==> config.mk <==
export PLATFORM = sky130hd
export DESIGN_NAME = pci_rx_packetizer
export DESIGN_NICKNAME = d
export VERILOG_FILES = /design/src/rtl/pci_rx_packetizer.sv
export SDC_FILE = /design/constraint.sdc
export NUM_CORES = 1
export LEC_CHECK = 0
export CELL_PAD_IN_SITES_DETAIL_PLACEMENT = 1
export CELL_PAD_IN_SITES_GLOBAL_PLACEMENT = 1
export CORE_ASPECT_RATIO = 1.75
export CORE_MARGIN = 10
export CORE_UTILIZATION = 41
export DETAILED_ROUTE_END_ITERATION = 6
export HOLD_SLACK_MARGIN = 0.06
export MAX_ROUTING_LAYER = met4
export PLACE_DENSITY_LB_ADDON = 0.1
export SLEW_MARGIN = 20
export SYNTH_ARGS = -nofsm -noshare
export SYNTH_HDL_FRONTEND = slang
export SYNTH_SLANG_ARGS = --single-unit
==> constraint.sdc <==
create_clock -name clk -period 2.2 [get_ports clk]
set_input_delay 0.22 -clock clk [delete_from_list [all_inputs] [get_ports clk]]
set_output_delay 0.22 -clock clk [all_outputs]
set_load 0.01 [all_outputs]
### Met1 routing, run 1

Bar = 20 um.
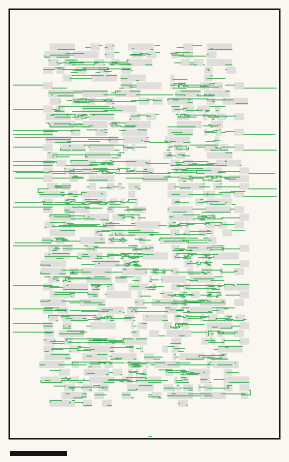
wire length on this layer: 3,830 um
longest straight run: 36.3 um
share of all routed wire: 39%
nets with wire on the layer: 368
main direction: horizontal
vias post-DR: 2,711
post-detailed-routing wire length: 9.90 mm

### Routing congestion, run 1

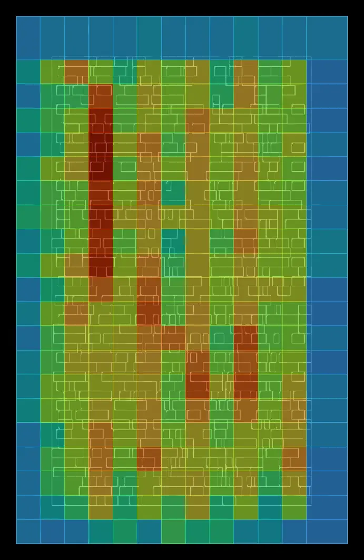
met2 Use GR: 26.6%
global routing usage on met1: 16.3%
GR Util All Layers: 15.3%
post-DR wirelength/cell: 19.0 um

### Pin map, run 1

Bar = 20 um. Pins as bars across the die edge, other pins in gray.
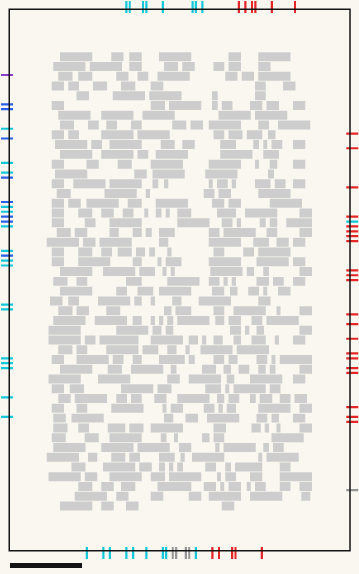
| color | port | pins | direction | edge |
|---|---|---|---|---|
| blue | i_data_pci | 8 | input | west |
| red | o_flit_count | 32 | output | 21 east, 6 north, 5 south |
| purple | clk | 1 | input | west |
| cyan | o_data_noc | 34 | output | 16 west, 9 south, 8 north, 1 east |
number of I/O port buffers: 79
die span in x: 94.5 um
vertical die size: 150 um

==> changes_impl.md, run 1 <==
## Flow update

* Switching Fraction at 29.5%
* Via density at 5.20
* Maximum clock frequency at 512 MHz
* Worst reg-to-reg path cell count at 4
* Critical path startpoint category: flop
* Cell type contributing the most total cell area after synthesis: sky130_fd_sc_hd__dfrtp_1
* Total combinational power at 1.60 mW
* Count of endpoints failing setup in the final report at 0
* Number of setup buffers added after CTS at 0
* Insertion Delay late pin at 0.34 ns
* Area Growth Syn to Fin at 33.9%
* Count of warning messages emitted by the tools at 30
* Cells along the critical path: ha_1 -> nand3b_1 -> clkdlybuf4s50_1
* Kind of cell adding the most delay to the critical path: buffers and inverters
* Number of top-level design ports at 80
* FP Core Util at 42.1%
* Total power after layout at 5.68 mW
* Synth top cell by count: sky130_fd_sc_hd__dfrtp_1
* RSZ-0062 raised after global routing: no
* Run status: complete, no violations
* Transition time at the pin with the least slew margin at 0.514 ns
* Core area at 9470 um^2
* Pre-Repair DR Iteration Count at 4
* Leading power group: sequential cells
* Flip-flop and latch count after synthesis at 95
* WL met2 at 5.51 mm
* Setup slack, reg-to-reg at 0.26 ns
* Max H-tree Level at 3
* Top Usage Layer GRT: met2
* Shortest clock period the worst path allows after layout at 1.95 ns
* Kind of critical path: reg2out
* Synthesized area per cell at 13.4 um^2
* Crit path DAT at 1.73 ns
* Clk buf depth at 2
* Share of Yosys cell area claimed by the top area cell type at 59.1%
* Total power per unit cell area at 1060 nW/um^2
* Buffer and inverter count on the worst path at 1
* Final count of hold timing violations at 0
* Placer's final routability congestion estimate at 0.773
* Worst min-delay path class: in2async
* Post-cts hold buffer count at 1
* Metal-1 WL at 3.83 mm
* Clock tree from TritonCTS: built
* Final critical-path setup slack at 0.246 ns
* Pin count of the biggest net entering global routing at 40
* Cell total after placement at 504
* Share of flip-flops with an asynchronous set or reset after synthesis at 100%
* Clock transition time at the flip-flop clock pins of the worst setup and hold paths at 0.07 ns
* CTS Root Cell: sky130_fd_sc_hd__clkbuf_16
* Fraction of final layout cells sized beyond drive strength 1 at 22.1%
* Cell at the slowest stage of the critical path: sky130_fd_sc_hd__clkdlybuf4s50_1
* Worst endpoint required time at 1.98 ns
* Sequential area share after synthesis at 59.7%
* Leakage power summed over all cells at 2.47 nW
* Post-route DRC at 0
* Sw Pwr at 1.67 mW
* Nets at Floorplan at 317
* Num CTS Buffers at 9
* Pre-CTS setup slack at 0.130 ns
* Gate power share at 28.1%
* Post-Synthesis Cells at 298
* Min Hold Slack at 0.390 ns
* Post-synth top cells: 94 x sky130_fd_sc_hd__dfrtp_1, 34 x sky130_fd_sc_hd__mux2_2, 23 x sky130_fd_sc_hd__nand2_1
* PostCTS Resize Cnt at 0
* Placed instance area at 5010 um^2
* Most frequent logic cell in the layout: sky130_fd_sc_hd__dfrtp_1
* Synthesis Warnings at 0
* Non-Filler Instances at 521
* Tally of unique sky130hd cells used after synthesis at 36
==> run 1: final cells by class <==
class | instances | area, um^2 | share of cell area [%]
sequential | 95 | 2380 | 44.6
multi-input combinational | 183 | 1510 | 28.3
timing repair buffer | 96 | 943 | 17.7
clock buffer | 10 | 239 | 4.48
tap | 122 | 153 | 2.86
clock inverter | 6 | 75.1 | 1.41
inverter | 9 | 33.8 | 0.634
==> run 1: logic make-up (layout without fill, tap and decap cells) <==
logic type,count (synthesis),count (layout),share of synthesized area [%]
AOI/OAI and AO/OA,31,31,6.07
DFF,95,95,59.7
buffers and inverters,20,121,2.36
xor gates and xnor gates,31,31,6.82
muxes,34,34,9.62
adders and majority gates,7,7,2.20
and+or+nand+nor,80,80,13.2
==> run 2: changes to the inputs <==
--- a/config.mk
+++ b/config.mk
@@ -5,6 +5,7 @@
 export SDC_FILE = /design/constraint.sdc
 export NUM_CORES = 1
 export LEC_CHECK = 0
+export CAP_MARGIN = 20
 export CELL_PAD_IN_SITES_DETAIL_PLACEMENT = 1
 export CELL_PAD_IN_SITES_GLOBAL_PLACEMENT = 1
 export CORE_ASPECT_RATIO = 1.75
### Met1 routing, run 2

Bar = 20 um.
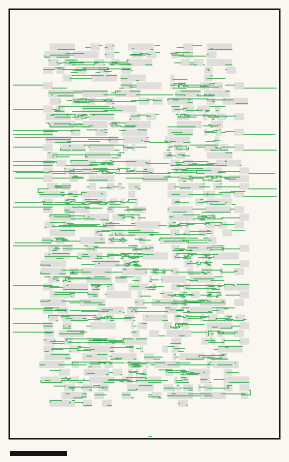
main direction: horizontal
nets with wire on the layer: 368

### Pin map, run 2

Bar = 20 um. Pins as bars across the die edge, other pins in gray.
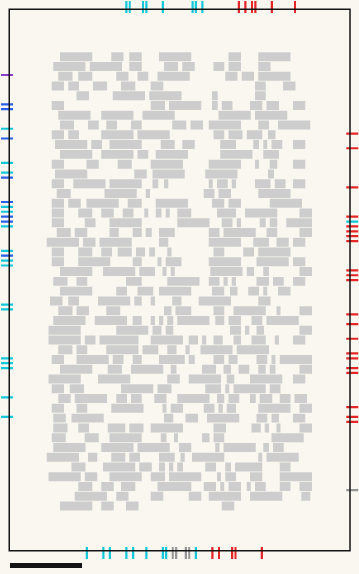
| color | port | pins | direction | edge |
|---|---|---|---|---|
| blue | i_data_pci | 8 | input | west |
| cyan | o_data_noc | 34 | output | 16 west, 9 south, 8 north, 1 east |
| red | o_flit_count | 32 | output | 21 east, 6 north, 5 south |
| purple | clk | 1 | input | west |
all pins by edge: 25 west, 23 east, 18 south, 14 north

==> run 2 against run 1 <==
Against the previous run: clock power about the same; setup slack did not move; sequential power about the same; clock skew is the same.
==> changes_impl.md, run 2 <==
## Flow update

* Run status: complete, no violations (unchanged)
* Worst min-delay path class: in2async (unchanged)
* PostCTS Resize Cnt at 0 (unchanged)
* Number of setup buffers added after CTS at 0 (unchanged)
* Worst endpoint required time at 1.98 ns (about the same)
* Count of endpoints failing setup in the final report at 0 (unchanged)
* Area Growth Syn to Fin at 33.9% (unchanged)
* Post-detailed-routing wire length at 9.90 mm (unchanged)
* Number of I/O port buffers at 79 (unchanged)
* Count of warning messages emitted by the tools at 30 (unchanged)
* WL met2 at 5.51 mm (unchanged)
* Maximum clock frequency at 512 MHz (unchanged)
* Synthesis Warnings at 0 (unchanged)
* Most frequent logic cell in the layout: sky130_fd_sc_hd__dfrtp_1 (unchanged)
* Share of flip-flops with an asynchronous set or reset after synthesis at 100% (unchanged)
* Pre-CTS setup slack at 0.130 ns (unchanged)
* Flip-flop and latch count after synthesis at 95 (unchanged)
* Clk buf depth at 2 (unchanged)
* Critical path startpoint category: flop (unchanged)
* Leading power group: sequential cells (unchanged)
* Insertion Delay late pin at 0.34 ns (about the same)
* Cell total after placement at 504 (unchanged)
* Post-DR wirelength/cell at 19.0 um (unchanged)
* Share of Yosys cell area claimed by the top area cell type at 59.1% (unchanged)
* GR Util All Layers at 15.3% (unchanged)
* Transition time at the pin with the least slew margin at 0.514 ns (unchanged)
* Kind of cell adding the most delay to the critical path: buffers and inverters (unchanged)
* Pre-Repair DR Iteration Count at 4 (unchanged)
* Shortest clock period the worst path allows after layout at 1.95 ns (unchanged)
* Tally of unique sky130hd cells used after synthesis at 36 (unchanged)
* Die span in x at 94.5 um (unchanged)
* Synthesized area per cell at 13.4 um^2 (unchanged)
* Post-route DRC at 0 (unchanged)
* Total power per unit cell area at 1060 nW/um^2 (unchanged)
* Vias post-DR at 2,711 (unchanged)
* Post-Synthesis Cells at 298 (unchanged)
* Buffer and inverter count on the worst path at 1 (unchanged)
* Non-Filler Instances at 521 (unchanged)
* Vertical die size at 150 um (unchanged)
* Total power after layout at 5.68 mW (unchanged)
* Total combinational power at 1.60 mW (about the same)
* Kind of critical path: reg2out (unchanged)
* Clock tree from TritonCTS: built (unchanged)
* Global routing usage on met1 at 16.3% (unchanged)
* Number of top-level design ports at 80 (unchanged)
* Setup slack, reg-to-reg at 0.26 ns (about the same)
* Synth top cell by count: sky130_fd_sc_hd__dfrtp_1 (unchanged)
* Switching Fraction at 29.5% (unchanged)
* FP Core Util at 42.1% (unchanged)
* Top Usage Layer GRT: met2 (unchanged)
* Core area at 9470 um^2 (unchanged)
* Post-synth top cells: 94 x sky130_fd_sc_hd__dfrtp_1, 34 x sky130_fd_sc_hd__mux2_2, 23 x sky130_fd_sc_hd__nand2_1 (unchanged)
* Crit path DAT at 1.73 ns (about the same)
* Metal-1 WL at 3.83 mm (unchanged)
* Placed instance area at 5010 um^2 (unchanged)
* Sequential area share after synthesis at 59.7% (unchanged)
* Max H-tree Level at 3 (unchanged)
* Chip Area, Yosys at 3980 um^2 (unchanged)
* Cell at the slowest stage of the critical path: sky130_fd_sc_hd__clkdlybuf4s50_1 (unchanged)
* Leakage power summed over all cells at 2.47 nW (unchanged)
* Pin count of the biggest net entering global routing at 40 (unchanged)
* Cells along the critical path: ha_1 -> nand3b_1 -> clkdlybuf4s50_1 (unchanged)
* Final count of hold timing violations at 0 (unchanged)
* Final critical-path setup slack at 0.246 ns (unchanged)
* CTS Root Cell: sky130_fd_sc_hd__clkbuf_16 (unchanged)
* Fraction of final layout cells sized beyond drive strength 1 at 22.1% (unchanged)
* Nets at Floorplan at 317 (unchanged)
* Post-cts hold buffer count at 1 (unchanged)
* Min Hold Slack at 0.390 ns (unchanged)
* Via density at 5.20 (unchanged)
* Met2 Use GR at 26.6% (unchanged)
* Cell type contributing the most total cell area after synthesis: sky130_fd_sc_hd__dfrtp_1 (unchanged)
* Placer's final routability congestion estimate at 0.773 (unchanged)
* Worst reg-to-reg path cell count at 4 (unchanged)
* RSZ-0062 raised after global routing: no (unchanged)
* Sw Pwr at 1.67 mW (unchanged)
* Gate power share at 28.1% (about the same)
* Fraction of power consumed by the clock network at 28.7% (about the same)
* DR WL met3 at 435 um (unchanged)
* Num CTS Buffers at 9 (unchanged)
* Clock transition time at the flip-flop clock pins of the worst setup and hold paths at 0.07 ns (about the same)
run 2: cell counts after synthesis:
Identical to the previous run, type by type.
run 2: final cells by class:
class                           instances  area [um^2]
Clock buffer                           10          239
Clock inverter                          6         75.1
Fill cell                             953         4140
Inverter                                9         33.8
Multi-Input combinational cell        183         1510
Sequential cell                        95         2380
Tap cell                              122          153
Timing Repair Buffer                   96          943
run 2: logic make-up (layout without fill, tap and decap cells):
group | after synthesis | after routing | share of synthesized area (%)
AOI/OAI and AO/OA | 31 | 31 | 6.07
xor gates and xnor gates | 31 | 31 | 6.82
adders and majority gates | 7 | 7 | 2.20
buffers and inverters | 20 | 121 | 2.36
DFF | 95 | 95 | 59.7
muxes | 34 | 34 | 9.62
and+or+nand+nor | 80 | 80 | 13.2
Power figures rest on the tool's default switching activity, not on a simulated workload.
